==> config.mk <==
export PLATFORM = sky130hd
export DESIGN_NAME = pattern_seq_ctrl
export DESIGN_NICKNAME = d
export VERILOG_FILES = /design/src/rtl/pattern_seq_pkg.sv /design/src/rtl/mod_incr.sv /design/src/rtl/pattern_seq_ctrl.sv
export SDC_FILE = /design/constraint.sdc
export NUM_CORES = 1
export LEC_CHECK = 0
export CORE_MARGIN = 2
export CORE_UTILIZATION = 40
export DETAILED_ROUTE_END_ITERATION = 7
export GPL_ROUTABILITY_DRIVEN = 0
export GPL_TIMING_DRIVEN = 0
export PLACE_DENSITY_LB_ADDON = 0.3
export SETUP_SLACK_MARGIN = 0.4
export SLEW_MARGIN = 30
export SYNTH_ARGS = -nofsm -noshare
export SYNTH_HDL_FRONTEND = slang
export SYNTH_SLANG_ARGS = --single-unit
==> constraint.sdc <==
create_clock -name CLK -period 3.5 [get_ports CLK]
set_input_delay 0.35 -clock CLK [delete_from_list [all_inputs] [get_ports CLK]]
set_output_delay 0.35 -clock CLK [all_outputs]
set_load 0.05 [all_outputs]
Run 1, cell placement:
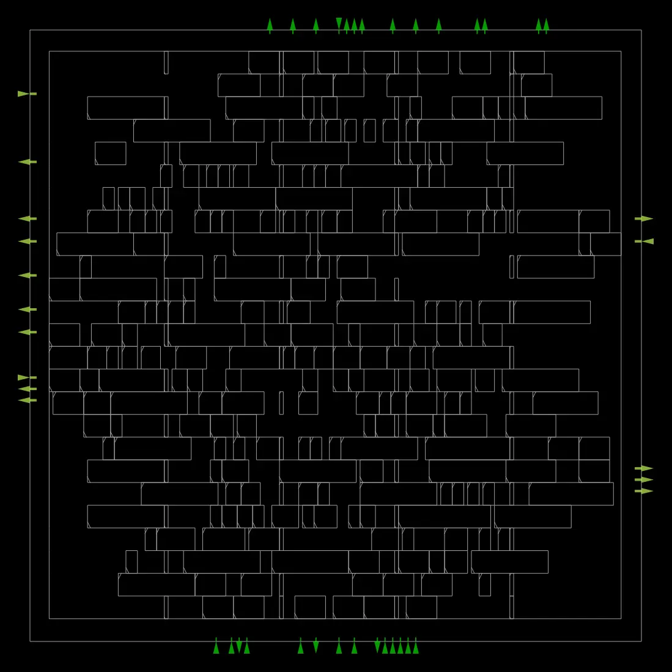
sequential portion of the cell area: 0.3744
CORE AREA: 0.004661 sq mm
Well Taps: 54
FP Rows: 25
Fillers: 414

Run 1, routed metal per tile:
15 x 15 tiles, from dark blue (low) to red (high), scaled to the fullest tile. Values are wire area over tile area, all layers added.
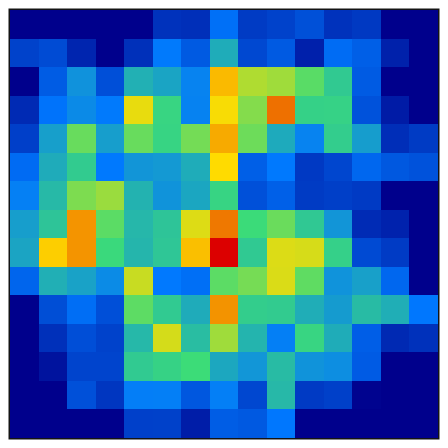
- tiles over half the peak: 16%
- nearly empty tiles: 16%
- emptiest ninth of the die: south-west
- mean over tiles: 0.12
- fullest tile: 0.42
vias post-DR: 1,534
Global Route Usage Sum: 0.1737
drt wl/cell: 13.54 um
final WL: 4102 um

Run 1, clock distribution:
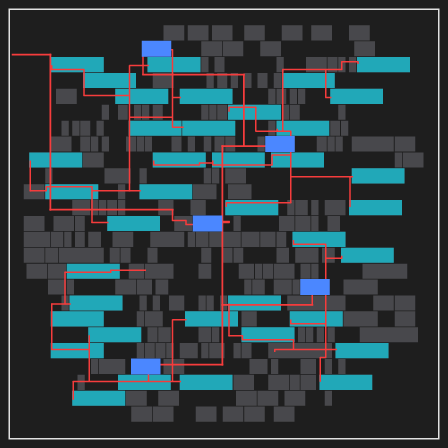
- blue: clock-net drivers (count 5)
- cyan: flip-flops (count 38)
- red: clock wires (length 546 um)
- routed clock nets: 6
- flops lie: spread over the die
Layout Skew: 9.981 ps
Clk pwr share: 0.271
clk pwr: 0.000386 W
worst skew pair latency: 300 ps

==> summary.txt, run 1 <==
run metrics: most used routing layer=met2, floorplan die width=73.27 um, die area=0.005368 sq mm, PortBufs=42, Final setup viols=0, largest net degree at the start of global routing=27, Clk Tree Root Cell=clkbuf_8, Reg power frac=0.387, crit path DRT=3150 ps, FF-to-FF setup slack=1810 ps, post-layout min period=2042 ps, hpwl dp=2988 um, status=complete, no violations, global routing met3 resource utilization=0.05075, Post-Route Utilization=0.5450, via/cell ratio=5.063, max-slew violations=0, period utilization=0.5833, synthesis warning total=0, Setup Total Neg Slack=0 ps, ys async rst share=1.000, Initial DRC Count=81, CP endpoint kind=output port, share of cells above drive strength 1=0.08835, Net Count, Synth=217, CP peak stage delay=860 ps, Dominant flop cell=dfrtp_1, M2 GR Usage=0.2683, CTS Buffer Depth=2, fmax=489.8 MHz, CP max FO=5, Final ANT Viol Nets=0, H-tree depth reported by CTS=2, Top cell excl fill/tap=nand2_1, Critical-path top delay cell=clkdlybuf4s50_1, peak supply drop=0.3511 mV, stage-log warning count=27, most numerous logic cells after layout=nand2_1, clkdlybuf4s50_1, dfrtp_1, initial antenna violation count=0, Pwr Total=0.001427 W
[run 1: synthesized netlist by cell type, types with 2 or more instances]
cell type	n	area, sq um
buf_1	2	7.510
nand2b_1	3	18.77
and2b_1	2	15.01
dfrtp_1	38	950.9
nand3_1	17	85.08
o21ai_1	4	20.02
xnor2_4	2	55.05
xnor2_1	3	26.28
o211ai_1	2	15.01
xor2_1	2	17.52
or2_1	2	12.51
ha_1	3	37.54
nand4_1	2	12.51
mux2i_1	2	20.02
xnor2_2	2	32.53
buf_2	3	15.01
clkbuf_1	3	11.26
a21oi_1	4	20.02
nand3b_1	5	37.54
inv_1	8	30.03
or3_1	3	18.77
nor2_1	8	30.03
o21ai_0	5	25.02
nand2_1	53	198.9
[run 1: power groups by stage]
stage / sequential [W] / combinational, W / clock, W
floorplan: 0.000657 / 0.000254 / 0
global route: 0.000562 / 0.000533 / 0.000411
detailed placement: 0.000562 / 0.000492 / 0
global placement: 0.000560 / 0.000482 / 0
CTS: 0.000553 / 0.000493 / 0.000394
finish: 0.000552 / 0.000489 / 0.000386
[run 1: per-layer routing]
metal | vias to the layer above | share of wire
met5 | - | 0
li1 | 767 | -
met3 | 8 | 0.050
met4 | 0 | 0.019
met2 | 26 | 0.48
met1 | 733 | 0.45
[run 1: kinds of logic (layout without fill, tap and decap cells)]
group,count (synthesis),in the layout,share of synthesized area
simple gates,104,104,0.2686
flops,38,38,0.4954
compound gates,25,25,0.09257
buf+inv,17,67,0.03911
xor+xnor,9,9,0.06845
fa+ha+maj,3,3,0.01956
mux,3,3,0.01630
[run 1: area by class of cell]
class	instances	area [sq um]
Fill cell	414	2121
Sequential cell	38	950.9
Multi-Input combinational cell	144	893.4
Timing Repair Buffer	43	440.4
Clock buffer	6	82.58
Tap cell	54	67.56
Buffer	9	45.04
Clock inverter	1	30.03
Inverter	8	30.03
[run 1: stage by stage]
stage,area [sq um],setup WS (ps)
after global routing,2540,1403
after CTS,2540,1446
after detailed placement,2427,1419
after global placement,2407,1438
after floorplan,1919,1661
final,2540,1458
==> run 2: changes to the inputs <==
- clock period: 3.5 -> 1.7 ns (I/O delays scaled with it)
Run 2, cell placement:
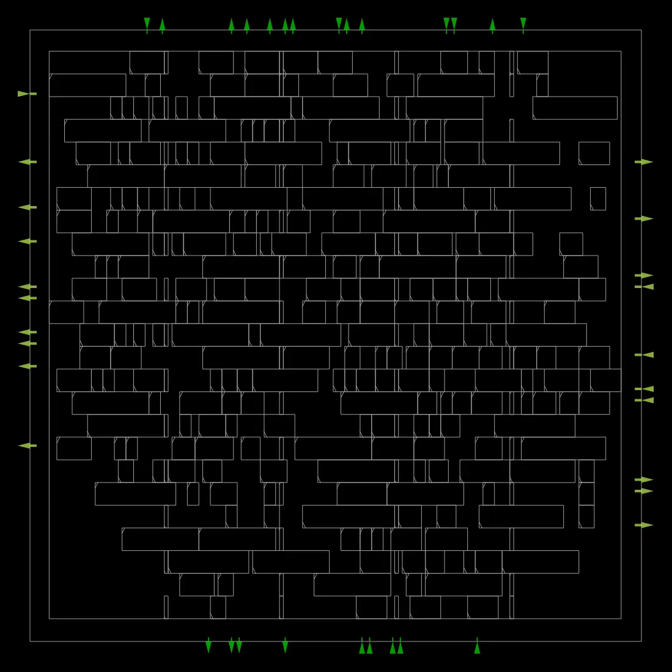
Post-Route Utilization: 0.6309
Seq cells: 38
sequential portion of the cell area: 0.3268

==> summary.txt, run 2 <==
run metrics: CTS Hold Buffers Added=0 (unchanged), Max Cap Violations=0 (unchanged), post-layout min period=1630 ps, Critical-path top delay cell=dfrtp_2 (was clkdlybuf4s50_1), iteration count of the initial detailed-routing pass=4 (unchanged), die area=0.005368 sq mm (unchanged), vias post-DR=1,657 (was 1,534), Net Count, Synth=217 (unchanged), Final ANT Viol Nets=0 (unchanged), peak supply drop=0.5446 mV (was 0.3511 mV), stage-log warning count=30 (was 27), EDFF count, synth=0 (unchanged), crit path DRT=1890 ps (was 3150 ps), Die Height=73.27 um (unchanged), CTS tree=yes (unchanged), Top cell excl fill/tap=nand2_1 (unchanged), P per Cell Area=1118 mW/mm^2 (was 561.9 mW/mm^2), Syn Area/Cell=9.645 sq um (unchanged), I/O pins=43 (unchanged), Syn-to-layout area delta=53.19% (was 32.33%), Final setup viols=0 (unchanged), CTS buffer count=5 (unchanged), synthesis warning total=0 (unchanged), CP endpoint kind=flip-flop (was output port), period utilization=0.9589, setup ws final=69.94 ps (was 1458 ps), ys async rst share=1.000 (unchanged), final WL=4624 um (was 4102 um), CP max FO=6 (was 5), CTS Buffer Depth=2 (unchanged), Initial Utilization=0.4118 (unchanged), drt wl/cell=14.50 um (was 13.54 um), hpwl dp=3013 um (was 2988 um), Internal=0.002132 W (was 0.0009234 W), cell taking the most area after synthesis=dfrtp_1 (unchanged), via/cell ratio=5.194 (was 5.063), FP Rows=25 (unchanged), initial antenna violation count=0 (unchanged), sequential area share after synthesis=0.4954 (unchanged), share of cells above drive strength 1=0.4000 (was 0.08835), NetSw=0.001154 W (was 0.0005037 W), Worst-Margin Slew=484.2 ps (was 522.4 ps), fmax=613.5 MHz, Setup CP Type=flip-flop to flip-flop (was flip-flop to output port), Yosys top cell area share=0.4954 (unchanged), Setup Slack @ Placement=-134.4 ps (was 1419 ps), CP peak stage delay=470 ps (was 860 ps), reg2reg path depth=6 (unchanged), first-pass GRT wire length=7383 um (was 7058 um), FF-to-FF setup slack=70 ps (was 1810 ps), Synth Register Bits=38 (unchanged), CP Launch Type=flip-flop (unchanged), floorplan die width=73.27 um (unchanged), leakage=1.340 nW (was 1.168 nW), Clk Tree Root Cell=clkbuf_8 (unchanged), max-slew violations=0 (unchanged), most numerous logic cells after layout=nand2_1, dfrtp_1, clkdlybuf4s15_2 (was nand2_1, clkdlybuf4s50_1, dfrtp_1), yosys stat area=0.001919 sq mm (unchanged), Sw Share=0.3513 (was 0.3530), Yosys cell types=45 (unchanged), Initial DRC Count=85 (was 81), relative slew slack=0.6785 (was 0.6507), synth cell count leaders=nand2_1, dfrtp_1, nand3_1 (unchanged), Dominant flop cell=dfrtp_1 (unchanged), DRC=0 (unchanged), dpl cells=296 (unchanged), Reg power frac=0.351 (was 0.387), Fillers=385 (was 414), yosys cell count=199 (unchanged), Cell area leaders=dfrtp_1, nand2_1, nand3_1, xnor2_4, ha_1 (unchanged), largest net degree at the start of global routing=24 (was 27), Yosys top cell by instances=nand2_1 (unchanged), H-tree depth reported by CTS=2 (unchanged), CORE AREA=0.004661 sq mm (unchanged), PortBufs=42 (unchanged), Layout Cells excl Fill=319 (was 303), Global Route Usage Sum=0.1803 (was 0.1737), status=complete, no violations (unchanged)
Run 2, clock distribution:
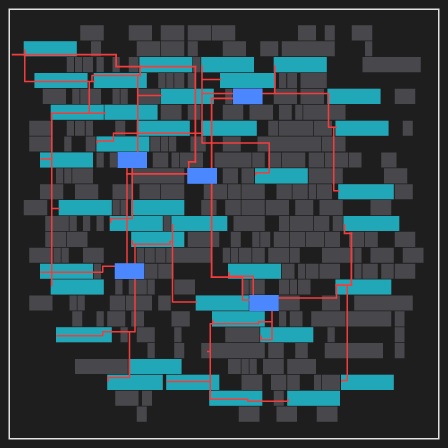
- blue: clock-net drivers (count 5)
- red: clock wires (length 547 um)
- cyan: flip-flops (count 38)
- flops lie: spread over the die
Clk pwr share: 0.287
clk pwr: 0.000943 W
Layout Skew: 6.733 ps
worst skew pair latency: 290 ps

run 2: layout make-up:
| cell class | count | area (sq um) | area share |
|---|---|---|---|
| Inverter | 8 | 30.03 | 0.01021 |
| Buffer | 9 | 96.34 | 0.03277 |
| Multi-Input combinational cell | 144 | 1049 | 0.3566 |
| Clock inverter | 3 | 68.82 | 0.02340 |
| Timing Repair Buffer | 58 | 599.3 | 0.2038 |
| Tap cell | 54 | 67.56 | 0.02298 |
| Clock buffer | 5 | 68.82 | 0.02340 |
| Sequential cell | 38 | 960.9 | 0.3268 |
run 2: kinds of logic (layout without fill, tap and decap cells):
kind of cell / Yosys count / in the layout / share of synthesized area
AND/OR/NAND/NOR: 104 / 104 / 0.2686
XOR/XNOR: 9 / 9 / 0.06845
buffers and inverters: 17 / 83 / 0.03911
flip-flops: 38 / 38 / 0.4954
AND-OR/OR-AND: 25 / 25 / 0.09257
multiplexers: 3 / 3 / 0.01630
adder cells (fa/ha/maj): 3 / 3 / 0.01956
run 2: timing repair:
| action | 4_1_cts | 5_1_grt |
|---|---|---|
| resized | 106 | 49 |
| pin swaps | 10 | 22 |
| cloned | 1 | 1 |
| setup endpoints to repair | 65 | 41 |
| buffers inserted | 8 | 5 |
run 2: power groups by stage:
| stage | Sequential, W | Clock [W] | Combinational [W] |
|---|---|---|---|
| floorplan | 0.00137 | 0 | 0.000556 |
| global route | 0.00118 | 0.00100 | 0.00129 |
| detailed placement | 0.00117 | 0 | 0.00107 |
| global placement | 0.00116 | 0 | 0.00104 |
| CTS | 0.00115 | 0.000954 | 0.00110 |
| finish | 0.00115 | 0.000943 | 0.00119 |
run 2: metrics by stage:
| stage | area [sq um] | util | power, W | setup TNS, ps |
|---|---|---|---|---|
| 5_1_grt | 2940 | 0.6309 | 0.003467 | 0 |
| 6_report | 2940 | 0.6309 | 0.003286 | 0 |
| 2_1_floorplan | 1961 | - | 0.001922 | 0 |
| 3_3_place_gp | 2449 | 0.5254 | 0.002204 | -10720 |
| 3_5_place_dp | 2476 | 0.5313 | 0.002237 | -1778 |
| 4_1_cts | 2739 | 0.5877 | 0.003202 | 0 |
run 2: worst max-delay path, delay by kind of cell (launching register included):
kind	cells	cell delay, ps
mux	2	430
compound gates	1	100
buf+inv	1	170
xor+xnor	1	220
flops	1	470
simple gates	1	150
run 2: metal layers:
| layer | track usage | routed length (um) | vias to the layer above |
|---|---|---|---|
| li1 | - | - | 798 |
| met1 | 0.2420 | 2038 | 811 |
| met2 | 0.2903 | 2330 | 41 |
| met3 | 0.03292 | 199 | 7 |
| met4 | 0.06790 | 55 | 0 |
| met5 | 0 | 0 | - |
Power figures rest on the tool's default switching activity, not on a simulated workload.
